==> config.mk <==
export PLATFORM = sky130hd
export DESIGN_NAME = fp_multiplier
export DESIGN_NICKNAME = d
export VERILOG_FILES = /design/src/rtl/fp_pkg.sv /design/src/rtl/fp_classify.sv /design/src/rtl/fp_multiplier.sv
export SDC_FILE = /design/constraint.sdc
export NUM_CORES = 1
export LEC_CHECK = 0
export CAP_MARGIN = 20
export CELL_PAD_IN_SITES_DETAIL_PLACEMENT = 2
export CELL_PAD_IN_SITES_GLOBAL_PLACEMENT = 2
export CORE_AREA = 2 2 225 139
export DETAILED_ROUTE_END_ITERATION = 16
export DIE_AREA = 0 0 227 141
export PLACE_DENSITY = 0.87
export SETUP_SLACK_MARGIN = 0.02
export SLEW_MARGIN = 5
export SYNTH_ARGS = -nofsm -noshare
export SYNTH_HDL_FRONTEND = slang
export SYNTH_SLANG_ARGS = --single-unit
==> constraint.sdc <==
create_clock -name clk -period 10.38 [get_ports clk]
set_input_delay 1.038 -clock clk [delete_from_list [all_inputs] [get_ports clk]]
set_output_delay 1.038 -clock clk [all_outputs]
set_load 0.03 [all_outputs]
==> src/rtl/fp_pkg.sv <==
// Shared binary32 field layout, constants and state encoding for the
// sequential floating-point multiply/divide units.
package fp_pkg;

    localparam int SIGN_W  = 1;
    localparam int EXP_W   = 8;
    localparam int MANT_W  = 23;
    localparam int WORD_W  = SIGN_W + EXP_W + MANT_W;
    localparam int BIAS    = 127;
    localparam int EXP_MAX = 255;

    localparam logic [WORD_W-1:0] QNAN = 32'h7FC00000;

    typedef enum logic [2:0] {
        IDLE,
        UNPACK,
        MULT,
        NORM,
        ROUND,
        DONE
    } fp_state_e;

endpackage

==> src/rtl/fp_classify.sv <==
// Combinational operand classifier for one binary32 value.
module fp_classify
    import fp_pkg::*;
(
    input  logic [WORD_W-1:0] op,
    output logic              is_zero,
    output logic              is_inf,
    output logic              is_nan,
    output logic              is_denorm
);

    logic [EXP_W-1:0]  exp_f;
    logic [MANT_W-1:0] mant_f;
    logic              exp_all1;
    logic              exp_all0;
    logic              mant_zero;

    assign exp_f     = op[WORD_W-2 -: EXP_W];
    assign mant_f    = op[MANT_W-1:0];
    assign exp_all1  = &exp_f;
    assign exp_all0  = ~|exp_f;
    assign mant_zero = ~|mant_f;

    assign is_zero   = exp_all0 &  mant_zero;
    assign is_denorm = exp_all0 & ~mant_zero;
    assign is_inf    = exp_all1 &  mant_zero;
    assign is_nan    = exp_all1 & ~mant_zero;

endmodule

==> src/rtl/fp_multiplier.sv <==
// Sequential binary32 multiplier: radix-2 shift-add significand product,
// normalise, round-to-nearest-even, flush-to-zero on denormal inputs.
module fp_multiplier
    import fp_pkg::*;
(
    input  logic              clk,
    input  logic              reset,
    input  logic [WORD_W-1:0] MC,
    input  logic [WORD_W-1:0] MP,
    input  logic              control,
    output logic [WORD_W-1:0] out,
    output logic              done,
    output logic              busy,
    output logic              exception,
    output logic              overflow,
    output logic              underflow
);

    localparam logic [4:0]        LAST_ITER = 5'd23;
    localparam logic signed [9:0] BIAS_E    = 10'(BIAS);
    localparam logic signed [9:0] EXP_TOP   = 10'(EXP_MAX);

    fp_state_e state, state_nxt;

    logic [WORD_W-1:0]    mc_q, mp_q;
    logic                 sign_q;
    logic signed [9:0]    exp_q;
    logic [MANT_W:0]      mcand_q;
    logic [2*MANT_W+1:0]  prod_q;
    logic [4:0]           cnt_q;
    logic [MANT_W-1:0]    mant_q;
    logic                 guard_q, sticky_q;

    logic mc_zero, mc_inf, mc_nan, mc_den;
    logic mp_zero, mp_inf, mp_nan, mp_den;

    fp_classify u_cls_mc (
        .op        (mc_q),
        .is_zero   (mc_zero),
        .is_inf    (mc_inf),
        .is_nan    (mc_nan),
        .is_denorm (mc_den)
    );

    fp_classify u_cls_mp (
        .op        (mp_q),
        .is_zero   (mp_zero),
        .is_inf    (mp_inf),
        .is_nan    (mp_nan),
        .is_denorm (mp_den)
    );

    function automatic logic [MANT_W:0] round_rne(input logic [MANT_W-1:0] mant,
                                                  input logic              guard,
                                                  input logic              sticky);
        logic up;
        up = guard & (sticky | mant[0]);
        return {1'b0, mant} + {{MANT_W{1'b0}}, up};
    endfunction

    logic              sign_w;
    logic              invalid_w, inf_w, zero_w, special_w;
    logic signed [9:0] ea_w, eb_w, exp_sum_w;
    logic [MANT_W+1:0] psum_w;
    logic [MANT_W:0]   rnd_w;
    logic signed [9:0] exp_rnd_w;

    always_comb begin
        sign_w    = mc_q[WORD_W-1] ^ mp_q[WORD_W-1];
        invalid_w = mc_nan | mp_nan | (mc_zero & mp_inf) | (mc_inf & mp_zero);
        inf_w     = mc_inf | mp_inf;
        zero_w    = mc_zero | mp_zero | mc_den | mp_den;
        special_w = invalid_w | inf_w | zero_w;
        ea_w      = $signed({2'b00, mc_q[WORD_W-2 -: EXP_W]});
        eb_w      = $signed({2'b00, mp_q[WORD_W-2 -: EXP_W]});
        exp_sum_w = ea_w + eb_w - BIAS_E;
        // Upper half plus multiplicand keeps its carry as the new MSB after the shift.
        psum_w    = {1'b0, prod_q[2*MANT_W+1:MANT_W+1]}
                    + ({2'b00, mcand_q} & {(MANT_W+2){prod_q[0]}});
        rnd_w     = round_rne(mant_q, guard_q, sticky_q);
        exp_rnd_w = exp_q + $signed({9'b0, rnd_w[MANT_W]});
    end

    always_ff @(posedge clk or posedge reset) begin
        if (reset) state <= IDLE;
        else       state <= state_nxt;
    end

    always_comb begin
        state_nxt = state;
        case (state)
            IDLE:    if (control) state_nxt = UNPACK;
            UNPACK:  state_nxt = special_w ? DONE : MULT;
            MULT:    if (cnt_q == LAST_ITER) state_nxt = NORM;
            NORM:    state_nxt = ROUND;
            ROUND:   state_nxt = DONE;
            DONE:    state_nxt = IDLE;
            default: state_nxt = IDLE;
        endcase
    end

    assign done = (state == DONE);
    assign busy = (state != IDLE);

    always_ff @(posedge clk or posedge reset) begin
        if (reset) begin
            mc_q      <= '0;
            mp_q      <= '0;
            sign_q    <= 1'b0;
            exp_q     <= '0;
            mcand_q   <= '0;
            prod_q    <= '0;
            cnt_q     <= '0;
            mant_q    <= '0;
            guard_q   <= 1'b0;
            sticky_q  <= 1'b0;
            out       <= '0;
            exception <= 1'b0;
            overflow  <= 1'b0;
            underflow <= 1'b0;
        end else begin
            case (state)
                // capture
                IDLE: begin
                    if (control) begin
                        mc_q      <= MC;
                        mp_q      <= MP;
                        cnt_q     <= '0;
                        exception <= 1'b0;
                        overflow  <= 1'b0;
                        underflow <= 1'b0;
                    end
                end
                // classify and short-circuit special operands
                UNPACK: begin
                    sign_q <= sign_w;
                    if (invalid_w) begin
                        out       <= QNAN;
                        exception <= 1'b1;
                    end else if (inf_w) begin
                        out <= {sign_w, {EXP_W{1'b1}}, {MANT_W{1'b0}}};
                    end else if (zero_w) begin
                        out <= {sign_w, {(WORD_W-1){1'b0}}};
                    end else begin
                        mcand_q <= {1'b1, mc_q[MANT_W-1:0]};
                        prod_q  <= {{(MANT_W+1){1'b0}}, 1'b1, mp_q[MANT_W-1:0]};
                        exp_q   <= exp_sum_w;
                    end
                end
                // one shift-add iteration per cycle
                MULT: begin
                    prod_q <= {psum_w, prod_q[MANT_W:1]};
                    cnt_q  <= cnt_q + 5'd1;
                end
                // normalise product to 1.xxx
                NORM: begin
                    if (prod_q[2*MANT_W+1]) begin
                        mant_q   <= prod_q[2*MANT_W:MANT_W+1];
                        guard_q  <= prod_q[MANT_W];
                        sticky_q <= |prod_q[MANT_W-1:0];
                        exp_q    <= exp_q + 10'sd1;
                    end else begin
                        mant_q   <= prod_q[2*MANT_W-1:MANT_W];
                        guard_q  <= prod_q[MANT_W-1];
                        sticky_q <= |prod_q[MANT_W-2:0];
                    end
                end
                // round, range-check, pack
                ROUND: begin
                    if (exp_rnd_w >= EXP_TOP) begin
                        out      <= {sign_q, {EXP_W{1'b1}}, {MANT_W{1'b0}}};
                        overflow <= 1'b1;
                    end else if (exp_rnd_w <= 10'sd0) begin
                        out       <= {sign_q, {(WORD_W-1){1'b0}}};
                        underflow <= 1'b1;
                    end else begin
                        out <= {sign_q, exp_rnd_w[EXP_W-1:0], rnd_w[MANT_W-1:0]};
                    end
                end
                default: ;
            endcase
        end
    end

endmodule

sizing.png
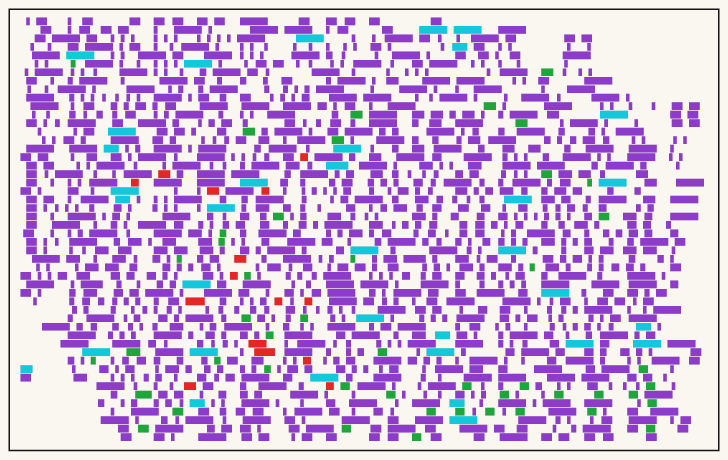
| size | colour | cells | share |
|---|---|---|---|
| x1 and smaller | purple | 1,273 | 93% |
| x3 and x4 | red | 15 | 1.1% |
| x6 and larger | cyan | 34 | 2.5% |
| x2 | green | 47 | 3.4% |

layers.png
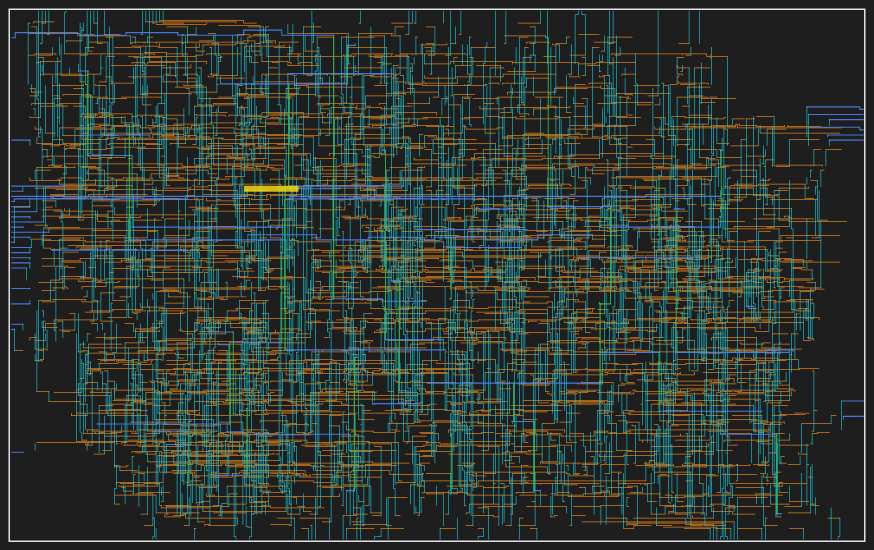
| layer | colour | wire length |
|---|---|---|
| M1 | orange | 17,100 um |
| M2 | cyan | 18,000 um |
| M5 | yellow | 12.9 um |
| M3 | blue | 1,420 um |
| M4 | green | 688 um |

==> impl_metrics.csv <==
group,metric,value,unit
routing,drc_violation_count_after_routing,0,
layout,multi_input_logic_cell_count,976,
logic_synthesis,post_synth_inst_count,1277,
worst_setup_path,critPathKind,"reg -> reg",
worst_setup_path,crit_path_top_delay_cell,"sky130_fd_sc_hd__or3_4",
global_routing,grt_use_met3,0.0450,
clock_network,hold_buffers,0,
layout,buf_share,0.0802,
layout,finalCoreUtilization,0.457,
hold_path,worst_hold_path.endpoint,"out[8]",
worst_setup_path,worst_r2r_path_depth,15,
logic_synthesis,post-synth-top-count-cell,"sky130_fd_sc_hd__nand2_1",
routing,drt-vias-per-instance,5.54,
layout,sequential_cell_total,215,
logic_synthesis,synth.cell_area,11800,um^2
worst_setup_path,crit_path_start_kind,"flip-flop",
placed_design,port-buffer-count,103,
timing,max_clock_freq,224,MHz
worst_setup_path,worst_setup_path_endpoint,"out[7]",
placed_design,pre_cts_slack,6.07,ns
timing,timing.final.hold_violations,0,
timing,setup_viol,0,
timing,finalWorstPathRequiredPeriod,4.47,ns
floorplanning,fp_util,0.390,
worst_setup_path,critical_path.endpoint_type,"flip-flop",
layout,logic_area,5970,um^2
logic_synthesis,synth.ff_latch_count,215,
layout,final.signal_inverter_count,23,
layout,final-clk-cell-share,0.0557,
worst_setup_path,crit_arrival,4.90,ns
global_routing,grt_util_met1,0.323,
routing,finalWirelength,37200,um
power_and_ir_drop,leakage,6.27,nW
placed_design,place.gp.congestion,0.828,
routing,detail_route.iter0.violations,440,
run,cap_violations,0,
power_and_ir_drop,worst_ir_drop_vdd,0.126,mV
floorplanning,fp-row-count,50,
layout,layout.filler_cells,3241,
placed_design,detailed_place.area,13100,um^2
floorplanning,die_h,141,um
worst_setup_path,cp_cell_sequence,"o21a_1 -> ha_1 -> nand2_1 -> nor2_1 -> nand4_1 -> nor2b_1 -> and3_1 -> ha_1 -> ha_1 -> nand3_2 -> nor2_1 -> xnor2_1 -> nand2_1 -> or3_4 -> o21ai_0",
routing,wl_per_cell,20.8,um
logic_synthesis,synth_top_cell_by_area,"sky130_fd_sc_hd__dfrtp_1",
clock_network,clk_pin_slew,0.06,ns
layout,layout.cells.non_filler,1785,
worst_setup_path,reg2reg_setup_slack,5.91,ns
power_and_ir_drop,report.power.total,0.00427,W
logic_synthesis,netlist-cell-type-count,81,
logic_synthesis,syn_avg_cell_area,9.24,um^2
clock_network,ctsLongestPathBuffers,3,
layout,largest_cell_class,"multi-input combinational cells",
layout,final.signal_buffer_count,112,
layout,largest_register,"prod_q",
worst_setup_path,family_with_the_most_delay_on_the_worst_path,"simple AND/OR/NAND/NOR gates",
floorplanning,chip_area,32000,um^2
hold_path,worstHoldPathCells,2,
floorplanning,tapcell.inserted,416,
hold_path,hp-start,"out[8]",
clock_network,cts_root_buf,"sky130_fd_sc_hd__clkbuf_16",
logic_synthesis,synthTopCellsByArea,"sky130_fd_sc_hd__dfrtp_1, sky130_fd_sc_hd__nand2_1, sky130_fd_sc_hd__ha_1, sky130_fd_sc_hd__mux2i_1, sky130_fd_sc_hd__o21ai_0",
floorplanning,design.portCount,104,
timing,worst_slew_pin_slew,1.08,ns
timing,final_cycle_utilization_of_the_critical_path,0.431,
timing,maxSlewHeadroom,0.261,
worst_setup_path,critical_path_required,10.81,ns
clock_network,clock_tree_from_tritoncts,"yes",
global_routing,grt_start_max_net_pins,107,
run,number_of_warnings_the_tools_reported,28,
layout,syn_to_final_growth,17.4,%
hold_path,holdCritPathClass,"reg -> reg",
clock_network,cts_repair_resize_count,0,
timing,holdWs,0.484,ns
worst_setup_path,timing.critical_path.fanout_max,23,
logic_synthesis,yosys-top-cells-count,"sky130_fd_sc_hd__nand2_1, sky130_fd_sc_hd__dfrtp_1, sky130_fd_sc_hd__o21ai_0",
layout,largest_register_ffs,48,
layout,clock_buffer_count,37,
layout,seqCellArea,5380,um^2
logic_synthesis,portion_of_synthesized_cell_area_occupied_by_the_leading_cell_type,0.456,
layout,share_of_the_final_layout_cell_area_in_sequential_cells,0.388,
logic_synthesis,ys_seq_share,0.456,
placed_design,dp_hpwl,26000,um
clock_network,cts_setup_buffers,0,
floorplanning,placeableCoreArea,30300,um^2
worst_setup_path,critical_path_buf_inv_count,0,
power_and_ir_drop,power.density,308,nW/um^2
status,run_status,"complete, no violations",
layout,nets,1466,
global_routing,initial_antenna_violation_count,1,
global_routing,globalRouteMet2Util,0.395,
timing,timing.setup.tns,0,ns
worst_setup_path,crit_path_start,"mant_q[0]",
clock_network,numClockSinks,215,
routing,dr_total_vias,9885,
layout,drive_above_1_share,0.0701,
placed_design,place_inst,1741,
routing,drt_pre_antenna_iters,5,
global_routing,grt-busiest-layer,"met2",
global_routing,grt_residual_overflow,0,
layout,combinational_fraction_of_the_cell_area,0.431,
logic_synthesis,floorplan.nets,1391,
class_map.png
Fill, decap, tap and diode cells in grey.
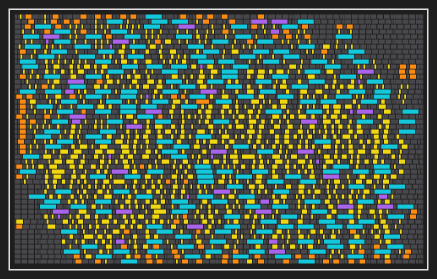
| class | colour | cells |
|---|---|---|
| remaining buffers and delay cells | orange | 112 |
| registers | cyan | 215 |
| clock drivers and dummy loads | purple | 43 |
| remaining logic cells | yellow | 999 |

[cell families after synthesis]
family	Yosys count	synth area share
flip-flops	215	0.456
multiplexers	76	0.0670
buffers and inverters	86	0.0378
adder cells (fa/ha/maj)	47	0.0511
AND/OR/NAND/NOR	565	0.224
AND-OR/OR-AND	243	0.131
XOR/XNOR	45	0.0334
[report_power, final]
part	switching (W)	internal (W)
Clock	0.000364	0.000489
Combinational	0.00111	0.000729
Sequential	0.000390	0.00119
[routing by layer]
metal  share of wire  wire [um]
met1            0.46      17100
met2            0.48      18000
met3           0.038       1420
met4           0.018        688
met5         0.00032         12
Power is estimated from default activity; no workload was simulated.
